File: src/rtl/scenery_pkg.sv
// scenery_pkg: shared constants, FSM state type, S-box and
// the two-requester round-robin pick used by scenery_sched.
package scenery_pkg;

  localparam int NROUNDS = 28;
  localparam int BLK_W   = 64;
  localparam int KEY_W   = 64;
  localparam int RC_W    = 5;
  localparam int CNT_W   = $clog2(NROUNDS);

  localparam logic [RC_W-1:0] RC_INIT = 5'd1;

  typedef enum logic [1:0] {
    IDLE,
    ROUND,
    DONE
  } sched_state_t;

  function automatic logic [3:0] sbox(input logic [3:0] x);
    logic [3:0] y;
    unique case (x)
      4'h0: y = 4'hC;
      4'h1: y = 4'h5;
      4'h2: y = 4'h6;
      4'h3: y = 4'hB;
      4'h4: y = 4'h9;
      4'h5: y = 4'h0;
      4'h6: y = 4'hA;
      4'h7: y = 4'hD;
      4'h8: y = 4'h3;
      4'h9: y = 4'hE;
      4'hA: y = 4'hF;
      4'hB: y = 4'h8;
      4'hC: y = 4'h4;
      4'hD: y = 4'h7;
      4'hE: y = 4'h1;
      default: y = 4'h2;
    endcase
    return y;
  endfunction

  // Returns the granted index; only meaningful when v0|v1.
  // On a tie the requester that did not win last time wins.
  function automatic logic pick(
    input logic v0,
    input logic v1,
    input logic last
  );
    if (v0 && v1) return ~last;
    return v1;
  endfunction

endpackage

File: src/rtl/newcipherRound.sv
// newcipherRound: one combinational SCENERY round.
// res/k/cnt/rc in -> te (state), r_keys (key), rc1 (round const).
module newcipherRound
  import scenery_pkg::*;
(
  output logic [BLK_W-1:0] te,
  output logic [KEY_W-1:0] r_keys,
  output logic [RC_W-1:0]  rc1,
  input  logic [BLK_W-1:0] res,
  input  logic [KEY_W-1:0] k,
  input  logic [CNT_W-1:0] cnt,
  input  logic [RC_W-1:0]  rc
);

  logic [31:0] l;
  logic [31:0] r;
  logic [31:0] t;
  logic [31:0] s;
  logic [31:0] f;
  logic [KEY_W-1:0] kr;

  always_comb begin
    l = res[63:32];
    r = res[31:0];
    t = r ^ k[31:0];
    s = '0;
    for (int i = 0; i < 8; i++) begin
      s[4*i +: 4] = sbox(t[4*i +: 4]);
    end
    f = s ^ {s[28:0], s[31:29]}
          ^ {s[23:0], s[31:24]};
    te = {r, l ^ f};
    kr = {k[50:0], k[63:51]};
    kr[63:60] = sbox(kr[63:60]);
    kr[RC_W-1:0] = kr[RC_W-1:0] ^ rc;
    kr[8 +: CNT_W] = kr[8 +: CNT_W] ^ cnt;
    r_keys = kr;
    // 5-bit LFSR, x^5 + x^3 + 1
    rc1 = {rc[3:0], rc[4] ^ rc[2]};
  end

endmodule

File: src/rtl/scenery_sched.sv
// scenery_sched: round-robin 2-requester front end for one
// iterative SCENERY round; req0/req1 valid/ready in, tagged out.
module scenery_sched
  import scenery_pkg::*;
(
  input  logic             clk,
  input  logic             rst,
  input  logic             req0_valid,
  output logic             req0_ready,
  input  logic [BLK_W-1:0] req0_state,
  input  logic [KEY_W-1:0] req0_key,
  input  logic             req1_valid,
  output logic             req1_ready,
  input  logic [BLK_W-1:0] req1_state,
  input  logic [KEY_W-1:0] req1_key,
  output logic             out_valid,
  input  logic             out_ready,
  output logic [BLK_W-1:0] out_result,
  output logic             out_id,
  output logic             busy
);

  sched_state_t     st;
  logic [BLK_W-1:0] st_q;
  logic [KEY_W-1:0] key_q;
  logic [RC_W-1:0]  rc_q;
  logic [CNT_W-1:0] cnt;
  logic             id_q;
  logic             last_grant;
  logic             ov;

  logic [BLK_W-1:0] te;
  logic [KEY_W-1:0] nk;
  logic [RC_W-1:0]  nrc;
  logic             gnt;
  logic             idle;

  assign idle = (st == IDLE);
  assign gnt  = pick(req0_valid, req1_valid,
                     last_grant);

  assign req0_ready = idle & req0_valid & ~gnt;
  assign req1_ready = idle & req1_valid & gnt;

  assign out_valid  = ov;
  assign out_result = st_q;
  assign out_id     = id_q;
  assign busy       = ~idle;

  newcipherRound u_round (
    .te     (te),
    .r_keys (nk),
    .rc1    (nrc),
    .res    (st_q),
    .k      (key_q),
    .cnt    (cnt),
    .rc     (rc_q)
  );

  always_ff @(posedge clk or posedge rst) begin
    if (rst) begin
      st         <= IDLE;
      st_q       <= '0;
      key_q      <= '0;
      rc_q       <= RC_INIT;
      cnt        <= '0;
      id_q       <= 1'b0;
      last_grant <= 1'b1;
      ov         <= 1'b0;
    end else begin
      unique case (st)
        IDLE: begin
          if (req0_valid | req1_valid) begin
            st_q <= gnt ? req1_state
                        : req0_state;
            key_q <= gnt ? req1_key
                         : req0_key;
            rc_q       <= RC_INIT;
            cnt        <= '0;
            id_q       <= gnt;
            last_grant <= gnt;
            st         <= ROUND;
          end
        end
        ROUND: begin
          st_q  <= te;
          key_q <= nk;
          rc_q  <= nrc;
          cnt   <= cnt + CNT_W'(1);
          if (cnt == CNT_W'(NROUNDS - 1)) begin
            st <= DONE;
            ov <= 1'b1;
          end
        end
        DONE: begin
          if (out_ready) begin
            st <= IDLE;
            ov <= 1'b0;
          end
        end
        default: begin
          st <= IDLE;
          ov <= 1'b0;
        end
      endcase
    end
  end

endmodule

File: config.mk
export PLATFORM = sky130hd
export DESIGN_NAME = scenery_sched
export DESIGN_NICKNAME = d
export VERILOG_FILES = /design/src/rtl/scenery_pkg.sv /design/src/rtl/newcipherRound.sv /design/src/rtl/scenery_sched.sv
export SDC_FILE = /design/constraint.sdc
export NUM_CORES = 1
export LEC_CHECK = 0
export CAP_MARGIN = 20
export CORE_UTILIZATION = 43
export DETAILED_ROUTE_END_ITERATION = 10
export GPL_TIMING_DRIVEN = 0
export HOLD_SLACK_MARGIN = 0.12
export MAX_ROUTING_LAYER = met4
export PLACE_DENSITY = 0.78
export SYNTH_ARGS = -nofsm -noshare
export SYNTH_HDL_FRONTEND = slang
export SYNTH_SLANG_ARGS = --single-unit
File: constraint.sdc
create_clock -name clk -period 5.27 [get_ports clk]
set_clock_uncertainty 0.2 [all_clocks]
set_input_delay 1.581 -clock clk [delete_from_list [all_inputs] [get_ports clk]]
set_output_delay 1.581 -clock clk [all_outputs]
set_load 0.01 [all_outputs]
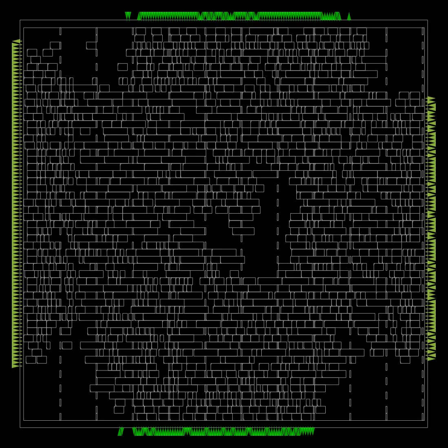
(images/placement.png)
Seq/total area: 24.8%
tapcell count: 313
Seq cells: 143
fill cell count: 1937

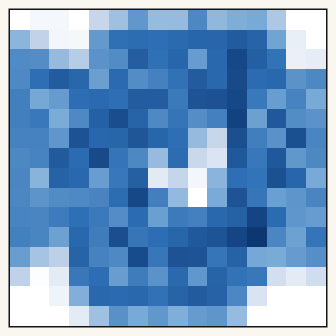
(images/cell_density.png)
16 x 16 tiles, from white (low) to dark blue (high), 0 to 100% covered.
- nearly empty tiles: 7.4%
- mean over tiles: 58%
- fullest tile: 97%
- tiles over 75% full: 32%
Floorplan Utilization: 44.2%
placeable core area: 22800 um^2
Core Util, Final: 63.2%

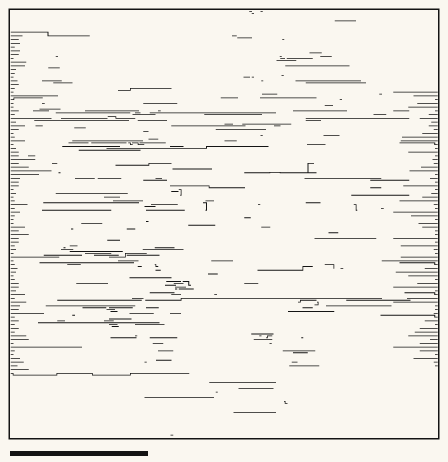
(images/layer_met3.png)
Scale bar: 50 um.
- longest straight run: 72.7 um
- main direction: horizontal
- nets with wire on the layer: 296
- share of all routed wire: 7.4%
- wire length on this layer: 2790 um
met3 Use GR: 5.15%
drt total wl: 37800 um

==> Table 3: Implementation characteristics <==
Physical design parameters

Parameter                              Value

Outcome
  Outcome .................. completed

Route
  Met3 Routed Length .................. 2790 um
  Drt pass-1 iters .................. 7
  Via density per instance .................. 5.66
  Sum of met2 wire segment lengths after detailed routing .................. 18600 um
  Routed vias .................. 10300
  ANT nets after route .................. 0
  Post-route DRC violation count .................. 0
  Routed wirelength normalized by instance count .................. 20.7 um
  Met1 routed wirelength after detailed routing .................. 14900 um
  Highest layer used for signal routing .................. met4

Yosys
  Combinational family with the most area after synthesis .................. AND-OR/OR-AND gates
  Post-synthesis sequential area ratio .................. 35.4%
  Number of distinct library cells after synthesis .................. 46
  Top cell type's share of synthesized area .................. 34.9%
  Number of warnings printed during yosys synthesis .................. 0
  Post-synthesis cell area .................. 10100 um^2
  Post-synth area from yosys stat .................. 10100 um^2
  Async set-or-reset flop fraction in the synthesized netlist .................. 100%
  Multiplexer fraction of the synthesized cell area .................. 6.03%
  Synthesized registers .................. 143
  XORs/XNORs by Area .................. 15.3%
  Most common library cells after synthesis .................. 287 x nand2_1, 141 x dfrtp_1, 125 x a21oi_1
  Post-synth top flop .................. dfrtp_1
  Cell type with the largest total area .................. dfrtp_1
  Flip-flops with a built-in enable .................. 0
  FA/HA/MAJ Cells, Area Fraction .................. 4.46%
  Library cell with the highest instance count after synthesis .................. nand2_1
  Post-synthesis area per instance .................. 8.78 um^2
  Nets in the synthesized netlist .................. 1447
  Post-Synth AOI/OAI Area .................. 19.5%
  Top cells, area .................. dfrtp_1 35%, nand2_1 11%, a221o_1 8.2%
  Cell count listed in synth_stat.txt .................. 1150

Worst setup path
  Capturing element of the worst setup path .................. req0_ready
  Critical setup path kind .................. in2out
  Endpoint of the most critical register-to-register path .................. out_result[39]
  Largest delay share family, worst path .................. buffers and inverters
  Reg2reg path depth .................. 7
  Required @ worst endpoint .................. 3.49 ns
  Worst-case register-to-register setup slack .................. 2.22 ns
  Most common cell on crit path .................. clkdlybuf4s50_1
  Sort of element at the start of the critical path .................. input pin
  Launching element of the worst setup path .................. req0_valid
  Number of cells on the critical path .................. 5
  Critical-path cell list .................. clkdlybuf4s50_1 -> nand2_1 -> nand2_4 -> and3_1 -> clkdlybuf4s50_1
  Buf+Inv Stages, Crit Path .................. 2
  Endpoint class of the critical path .................. output pin
  Slowest cell on crit path .................. clkdlybuf4s50_1
  Worst Path Max Fanout .................. 22
  Data arrival time at the worst-slack endpoint .................. 3.27 ns
  Launching point of the worst reg2reg path .................. st[1]
  Critical Path Max Stage Delay .................. 0.54 ns

Power and ir drop
  Total design power .................. 0.0142 W
  Worst IR drop on VDD .................. 0.587 mV
  Leak pwr .................. 5.99 nW

Floorplan
  I/O pin count .................. 330
  Die Height .................. 155 um
  Die width .................. 155 um
  Cell Rows .................. 55
  Area of the die .................. 24100 um^2

Final timing
  Maximum operating frequency .................. 0.198 GHz
  RSZ-0062 raised after global routing .................. no
  Worst slew slack as a fraction of its limit .................. 19.2%
  Hold WS .................. 0.281 ns
  Slew Limit Fails .................. 0
  Worst path setup slack after routing .................. 0.220 ns
  Time the worst path needs with I/O delays and setup .................. 5.05 ns
  Tightest Pin Transition .................. 1.20 ns
  Fin. Hold Viols .................. 0

Final layout
  Nonclk buf count .................. 405
  P&R area growth vs syn .................. 43.0%
  Non-Clock Buffer Area Fraction .................. 25.2%
  Multi-input combinational cell count .................. 887
  Leading cell category by total area .................. combinational gates
  Logic share of the area .................. 42.0%
  Combined area of the multi-input logic cells .................. 6070 um^2
  Fin cells .................. 1827
  Count of inserted antenna diode cells .................. 1
  Clock network contribution to total cell area .................. 4.04%
  Clock tree buffer count of the final layout .................. 20
  Final layout net count .................. 1797
  Nonclk inv count .................. 46
  Post-layout instance area .................. 14400 um^2
  Ratio of cells with drive above 1 in the final layout .................. 6.28%

GRT
  Routing usage on met1 .................. 38.8%
  Number of global-route vias before repair .................. 10200
  Wire length of the first global-routing pass .................. 56700 um
  Global-route met2 utilization .................. 53.9%
  Most Crowded Layer GR .................. met2
  Antenna violations before repair .................. 1
  Largest net degree at the start of global routing .................. 44

Clock tree
  Cell at the root of the clock tree .................. clkbuf_16
  Num CTS Buffers .................. 17
  Clock Tree Buf Depth .................. 2
  TritonCTS clock tree .................. yes
  Total of hold buffers inserted after clock tree synthesis .................. 0
  H-Tree Depth .................. 4
  CTS clk-pin slew, worst paths .................. 0.06 ns
  Clock latency of the later-clocked register in the worst-skew pair .................. 0.44 ns

Placement
  Total instance count after detailed placement .................. 1796
  Total half-perimeter wirelength after legalization and detailed placement .................. 29800 um
  Cell area after placement .................. 13900 um^2
  Setup slack at placement .................. -0.873 ns
  Final weighted congestion of routability-driven global placement .................. 0.923
  Count of buffers inserted at the top-level ports .................. 329

Worst hold path
  Worst min-delay path category .................. reg2reg
  Worst Hold Path EP .................. out_id
  Hold path start .................. out_id
  Instance count along the most critical hold path .................. 1

Flow run
  Tally of OpenROAD warnings .................. 47
  Total of max-cap violations .................. 0
## report_power, final
part | total (W) | internal, W | switching [W]
combinational | 0.0103 | 0.00517 | 0.00515
clock | 0.00122 | 0.000714 | 0.000506
sequential | 0.00268 | 0.00183 | 0.000850
## timing repair
item	in CTS	in global routing
resized	1	1
setup endpoints to repair	2	2
buffers inserted	0	0
gates cloned	0	0
## placed cells by master (no fill, tap or decap), types with 36 or more instances in the layout
cell type / netlist / final
o21ai_0: 64 / 64
xor2_1: 45 / 45
ha_1: 36 / 36
inv_1: 45 / 44
a221o_1: 83 / 83
xnor2_1: 83 / 83
clkdlybuf4s50_1: 0 / 329
dfrtp_1: 141 / 141
a21oi_1: 125 / 125
nand3_1: 46 / 46
clkbuf_1: 66 / 66
nand2_1: 287 / 286
Power figures rest on the tool's default switching activity, not on a simulated workload.
